$ cat src/rtl/alu_ctrl_pkg.sv
// ============================================================================
// Module   : alu_ctrl_pkg
// Brief    : ALU control codes, execution-unit state encoding and result type
//            shared by the ALU controller and the execution unit.
// Revision : 1.0 - initial release
// ============================================================================
`default_nettype none

package alu_ctrl_pkg;

    localparam int unsigned C_DATA_W = 32;

    localparam logic [3:0] c_ALU_AND  = 4'd0;
    localparam logic [3:0] c_ALU_OR   = 4'd1;
    localparam logic [3:0] c_ALU_ADD  = 4'd2;
    localparam logic [3:0] c_ALU_SUB  = 4'd3;
    localparam logic [3:0] c_ALU_SLT  = 4'd4;
    localparam logic [3:0] c_ALU_BEQ  = 4'd7;
    localparam logic [3:0] c_ALU_LUI  = 4'd8;
    localparam logic [3:0] c_ALU_ORI  = 4'd9;
    localparam logic [3:0] c_ALU_BNE  = 4'd10;
    localparam logic [3:0] c_ALU_MULT = 4'd11;
    localparam logic [3:0] c_ALU_NOP  = 4'd12;

    typedef enum logic [1:0] {
        ST_IDLE = 2'd0,
        ST_MUL  = 2'd1,
        ST_DONE = 2'd2
    } exec_state_t;

    typedef struct packed {
        logic [C_DATA_W-1:0] result;
        logic                zero;
    } alu_out_t;

endpackage : alu_ctrl_pkg

`default_nettype wire

$ cat src/rtl/mul_iter.sv
// ============================================================================
// Module   : mul_iter
// Brief    : 32-step shift-add multiplier, one multiplier bit per step,
//            low 32 bits of the product only.
// Revision : 1.0 - initial release
// ============================================================================
`default_nettype none

module mul_iter
    import alu_ctrl_pkg::*;
(
    input  logic                clk_i,
    input  logic                rst_i,
    input  logic                i_load,
    input  logic                i_step,
    input  logic [C_DATA_W-1:0] i_mcand,
    input  logic [C_DATA_W-1:0] i_mplier,
    output logic [C_DATA_W-1:0] o_product,
    output logic                o_last
);

    logic [C_DATA_W-1:0] r_acc;
    logic [C_DATA_W-1:0] r_mcand;
    logic [C_DATA_W-1:0] r_mplier;
    logic [4:0]          r_cnt;
    logic [C_DATA_W-1:0] w_sum;

    // Accumulator value including the current step, so the final product is
    // available combinationally on the last step without an extra cycle.
    assign w_sum     = r_acc + (r_mplier[0] ? r_mcand : '0);
    assign o_product = w_sum;
    assign o_last    = (r_cnt == 5'd31);

    always_ff @(posedge clk_i or negedge rst_i) begin
        if (!rst_i) begin
            r_acc    <= '0;
            r_mcand  <= '0;
            r_mplier <= '0;
            r_cnt    <= 5'd0;
        end else if (i_load) begin
            r_acc    <= '0;
            r_mcand  <= i_mcand;
            r_mplier <= i_mplier;
            r_cnt    <= 5'd0;
        end else if (i_step) begin
            r_acc    <= w_sum;
            r_mcand  <= {r_mcand[C_DATA_W-2:0], 1'b0};
            r_mplier <= {1'b0, r_mplier[C_DATA_W-1:1]};
            r_cnt    <= r_cnt + 5'd1;
        end
    end

endmodule : mul_iter

`default_nettype wire

$ cat src/rtl/alu_exec_unit.sv
// ============================================================================
// Module   : alu_exec_unit
// Brief    : ALU execution unit; single-cycle logic/arith ops plus a 32-cycle
//            iterative multiply, with a ready/done handshake.
// Revision : 1.0 - initial release
// ============================================================================
`default_nettype none

module alu_exec_unit
    import alu_ctrl_pkg::*;
(
    input  logic                clk_i,
    input  logic                rst_i,
    input  logic                start_i,
    input  logic [3:0]          ctrl_i,
    input  logic [C_DATA_W-1:0] src1_i,
    input  logic [C_DATA_W-1:0] src2_i,
    output logic                ready_o,
    output logic                done_o,
    output logic [C_DATA_W-1:0] result_o,
    output logic                zero_o
);

    function automatic alu_out_t alu_compute(input logic [3:0]          ctrl,
                                             input logic [C_DATA_W-1:0] a,
                                             input logic [C_DATA_W-1:0] b);
        alu_out_t o;
        o.result = '0;
        o.zero   = 1'b0;
        case (ctrl)
            c_ALU_AND: o.result = a & b;
            c_ALU_OR,
            c_ALU_ORI: o.result = a | b;
            c_ALU_ADD: o.result = a + b;
            c_ALU_SUB,
            c_ALU_BEQ,
            c_ALU_BNE: o.result = a - b;
            c_ALU_SLT: o.result = {{(C_DATA_W-1){1'b0}}, ($signed(a) < $signed(b))};
            c_ALU_LUI: o.result = {b[15:0], 16'h0000};
            default:   o.result = '0;
        endcase
        case (ctrl)
            c_ALU_AND, c_ALU_OR, c_ALU_ADD, c_ALU_SUB,
            c_ALU_SLT, c_ALU_LUI, c_ALU_ORI: o.zero = (o.result == '0);
            c_ALU_BEQ:                       o.zero = (a == b);
            c_ALU_BNE:                       o.zero = (a != b);
            default:                         o.zero = 1'b0;
        endcase
        return o;
    endfunction

    exec_state_t         r_state;
    logic                r_ready;
    logic                r_done;
    logic [C_DATA_W-1:0] r_result;
    logic                r_zero;

    logic                w_accept;
    logic                w_mul_load;
    logic                w_mul_step;
    logic                w_mul_last;
    logic [C_DATA_W-1:0] w_mul_product;
    alu_out_t            w_alu;

    assign w_accept   = (r_state == ST_IDLE) && start_i;
    assign w_mul_load = w_accept && (ctrl_i == c_ALU_MULT);
    assign w_mul_step = (r_state == ST_MUL);
    assign w_alu      = alu_compute(ctrl_i, src1_i, src2_i);

    // Operands are latched inside the multiplier on load, so later changes on
    // src1_i/src2_i cannot disturb an in-flight product.
    mul_iter u_mul_iter (
        .clk_i     (clk_i),
        .rst_i     (rst_i),
        .i_load    (w_mul_load),
        .i_step    (w_mul_step),
        .i_mcand   (src1_i),
        .i_mplier  (src2_i),
        .o_product (w_mul_product),
        .o_last    (w_mul_last)
    );

    always_ff @(posedge clk_i or negedge rst_i) begin
        if (!rst_i) begin
            r_state  <= ST_IDLE;
            r_ready  <= 1'b1;
            r_done   <= 1'b0;
            r_result <= '0;
            r_zero   <= 1'b0;
        end else begin
            case (r_state)
                ST_IDLE: begin
                    if (w_accept) begin
                        r_ready <= 1'b0;
                        if (ctrl_i == c_ALU_MULT) begin
                            r_state <= ST_MUL;
                        end else begin
                            r_state  <= ST_DONE;
                            r_done   <= 1'b1;
                            r_result <= w_alu.result;
                            r_zero   <= w_alu.zero;
                        end
                    end
                end
                ST_MUL: begin
                    if (w_mul_last) begin
                        r_state  <= ST_DONE;
                        r_done   <= 1'b1;
                        r_result <= w_mul_product;
                        r_zero   <= (w_mul_product == '0);
                    end
                end
                ST_DONE: begin
                    r_state <= ST_IDLE;
                    r_done  <= 1'b0;
                    r_ready <= 1'b1;
                end
                default: begin
                    r_state <= ST_IDLE;
                    r_done  <= 1'b0;
                    r_ready <= 1'b1;
                end
            endcase
        end
    end

    assign ready_o  = r_ready;
    assign done_o   = r_done;
    assign result_o = r_result;
    assign zero_o   = r_zero;

endmodule : alu_exec_unit

`default_nettype wire

$ cat config.mk
export PLATFORM = sky130hd
export DESIGN_NAME = alu_exec_unit
export DESIGN_NICKNAME = d
export VERILOG_FILES = /design/src/rtl/alu_ctrl_pkg.sv /design/src/rtl/mul_iter.sv /design/src/rtl/alu_exec_unit.sv
export SDC_FILE = /design/constraint.sdc
export NUM_CORES = 1
export LEC_CHECK = 0
export ABC_AREA = 1
export CAP_MARGIN = 20
export CORE_ASPECT_RATIO = 1.4
export CORE_MARGIN = 2
export CORE_UTILIZATION = 35
export CTS_CLUSTER_DIAMETER = 150
export DETAILED_ROUTE_END_ITERATION = 7
export DONT_BUFFER_PORTS = 1
export GPL_TIMING_DRIVEN = 0
export PLACE_DENSITY_LB_ADDON = 0.1
export SETUP_SLACK_MARGIN = 0.15
export SYNTH_ARGS = -nofsm -noshare
export SYNTH_HDL_FRONTEND = slang
export SYNTH_SLANG_ARGS = --single-unit
$ cat constraint.sdc
create_clock -name clk_i -period 5.4 [get_ports clk_i]
set_clock_uncertainty 0.2 [all_clocks]
set_input_delay 1.08 -clock clk_i [delete_from_list [all_inputs] [get_ports clk_i]]
set_output_delay 1.08 -clock clk_i [all_outputs]
set_load 0.01 [all_outputs]
util_map.png
The bar under the picture is 50 um long. The die is cut into 18 by 25 equal tiles; dark blue is low, red is high, 0 to 100% covered.
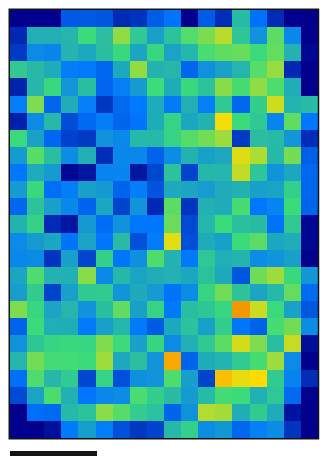
nearly empty tiles = 4.7%
fullest tile = 83%
mean over tiles = 35%
core outline area: 41300 um2
Final Util: 0.388
Starting Density: 0.356

m4.png
Cells faint in the background.
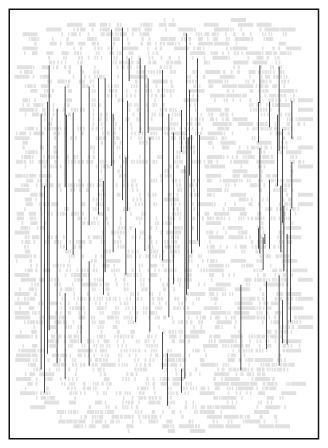
wire length on this layer = 4080 um
nets with wire on the layer = 52
DR vias: 15200
Routed WL: 64600 um

==> run notes <==
impl run done, here's what came out: Die Height 247 um, worst reg2reg startpoint u_mul_iter.r_mplier[0]$_DFFE_PN0P_, fin crit share 0.750, Synth top cells by count nand2_1 (698), inv_1 (460), nor2_1 (224), nand3_1 (154), a21oi_1 (146), min Tclk post-route 4050 ps, ANT nets after route 0, CTS Buf Count 17, worst setup path end zero_o$_DFFE_PN0P_, fill count 4627, H-Tree Depth 4, reg2reg path depth 21, Log Warnings 100, DRT Pass-1 Iters 6, share of post-route cells with drive strength above 1 0.0442, post-DP HPWL 54200 um, synthesis-to-layout area growth 8.92%, design area 16000 um2, CP bufs+invs 2, RR Endpoint zero_o$_DFFE_PN0P_, cell taking the most area after synthesis dfrtp_1, Syn Inst Count 2391, Final Max Tran Viols 0, Slowest cell on crit path ha_1, Nets at Floorplan 2602, Sink Count 138, post-synthesis area per instance 6.15 um2, TritonCTS clock tree built, synth warn 0, Area contributors post-synth dfrtp_1 (23%), nand2_1 (18%), inv_1 (12%), Max-area cell share 0.233, CP max stage delay 420 ps, GP Congestion 0.975, actual slew at the worst max-slew pin 1060 ps, remaining global-route overflow 0, Worst EP arrival 4250 ps, max_slew headroom 0.294, initial DRC count 1066, drt wl/cell 21.8 um, number of enable flip-flop cells 0, post-route DRC violation count 0, chip area 43700 um2, clock group total power 1.35 mW, status finished clean, Lkg Pwr 9.21 nW, asr flop ratio synth 1.00, Vias/cell 5.14, Seq share, synth 0.235, Hold Violations, Final 0, Most Frequent Cell on Critical Path nand2_1, main flop type dfrtp_1, met2 wire length 32800 um, Area after DPL 15400 um2, Switching Fraction 0.467, #FFs+latches synth 138, clock buffer depth 2, MaxCap Viol Count 0, Crit. End Element register
m2.png
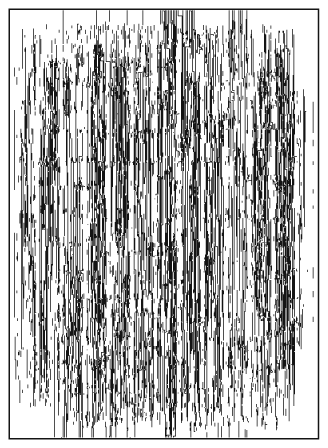
share of all routed wire = 51%
longest straight run = 135 um
main direction = vertical
wire length on this layer = 32.8 mm
nets with wire on the layer = 2021
grt met2 use: 0.550

m1.png
Cells faint in the background.
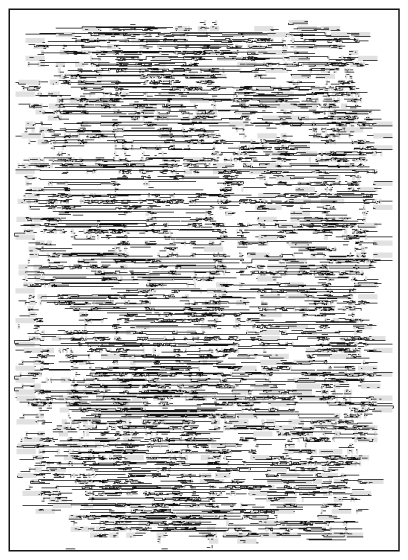
wire length on this layer = 25.3 mm
longest straight run = 76.4 um
main direction = horizontal
share of all routed wire = 39%
nets with wire on the layer = 2464
M1 GR Usage: 0.331

## placed cells by master (no fill, tap or decap), types with 8 or more instances in the layout
cell type	n
nand2_2	8
buf_2	18
nor2_1	224
or2_2	12
o21bai_1	11
clkbuf_16	17
nand4_1	16
o21ai_0	97
buf_1	8
mux2i_1	28
o22ai_1	34
xor2_1	20
dfrtp_1	137
nand3_1	154
buf_4	11
a21oi_1	146
ha_1	137
inv_1	460
nor3_1	24
a31oi_1	18
clkbuf_1	30
o221ai_1	31
nand2_1	698
## metal layers
layer,vias up,track usage
li1,7571,-
met3,130,0.0377
met4,0,0.176
met1,7126,0.331
met5,-,0
met2,416,0.550
## final cells by class
cell class                 instances  share of cell area
buffer                            75              0.0239
clock buffer                      17              0.0266
clock inverter                    15              0.0131
inverter                         462               0.108
multi-input combinational       1716               0.570
sequential                       138               0.216
tap                              540              0.0422
## kinds of logic (layout without fill, tap and decap cells)
| logic type | count (synthesis) | in the layout | synth area share |
|---|---|---|---|
| simple gates | 1167 | 1167 | 0.327 |
| buf+inv | 537 | 569 | 0.144 |
| xor+xnor | 27 | 27 | 0.0161 |
| flops | 138 | 138 | 0.235 |
| mux | 28 | 28 | 0.0191 |
| compound gates | 354 | 354 | 0.138 |
| fa+ha+maj | 140 | 140 | 0.121 |
## per-stage QoR
stage	instances	worst slack, ps
finish	2963	1350
detailed placement	2931	973
floorplan	2391	2120
global placement	2931	964
CTS	2963	1420
global route	2963	1070
## state kept, by name, indices dropped and copies added (netlist names)
| register | flops |
|---|---|
| done_o | 1 |
| ready_o | 1 |
| u_mul_iter.r_mcand | 32 |
| u_mul_iter.r_acc | 32 |
| r_state | 2 |
| zero_o | 1 |
| u_mul_iter.r_cnt | 5 |
| u_mul_iter.r_mplier | 32 |
| result_o | 32 |
Power is estimated from default activity; no workload was simulated.
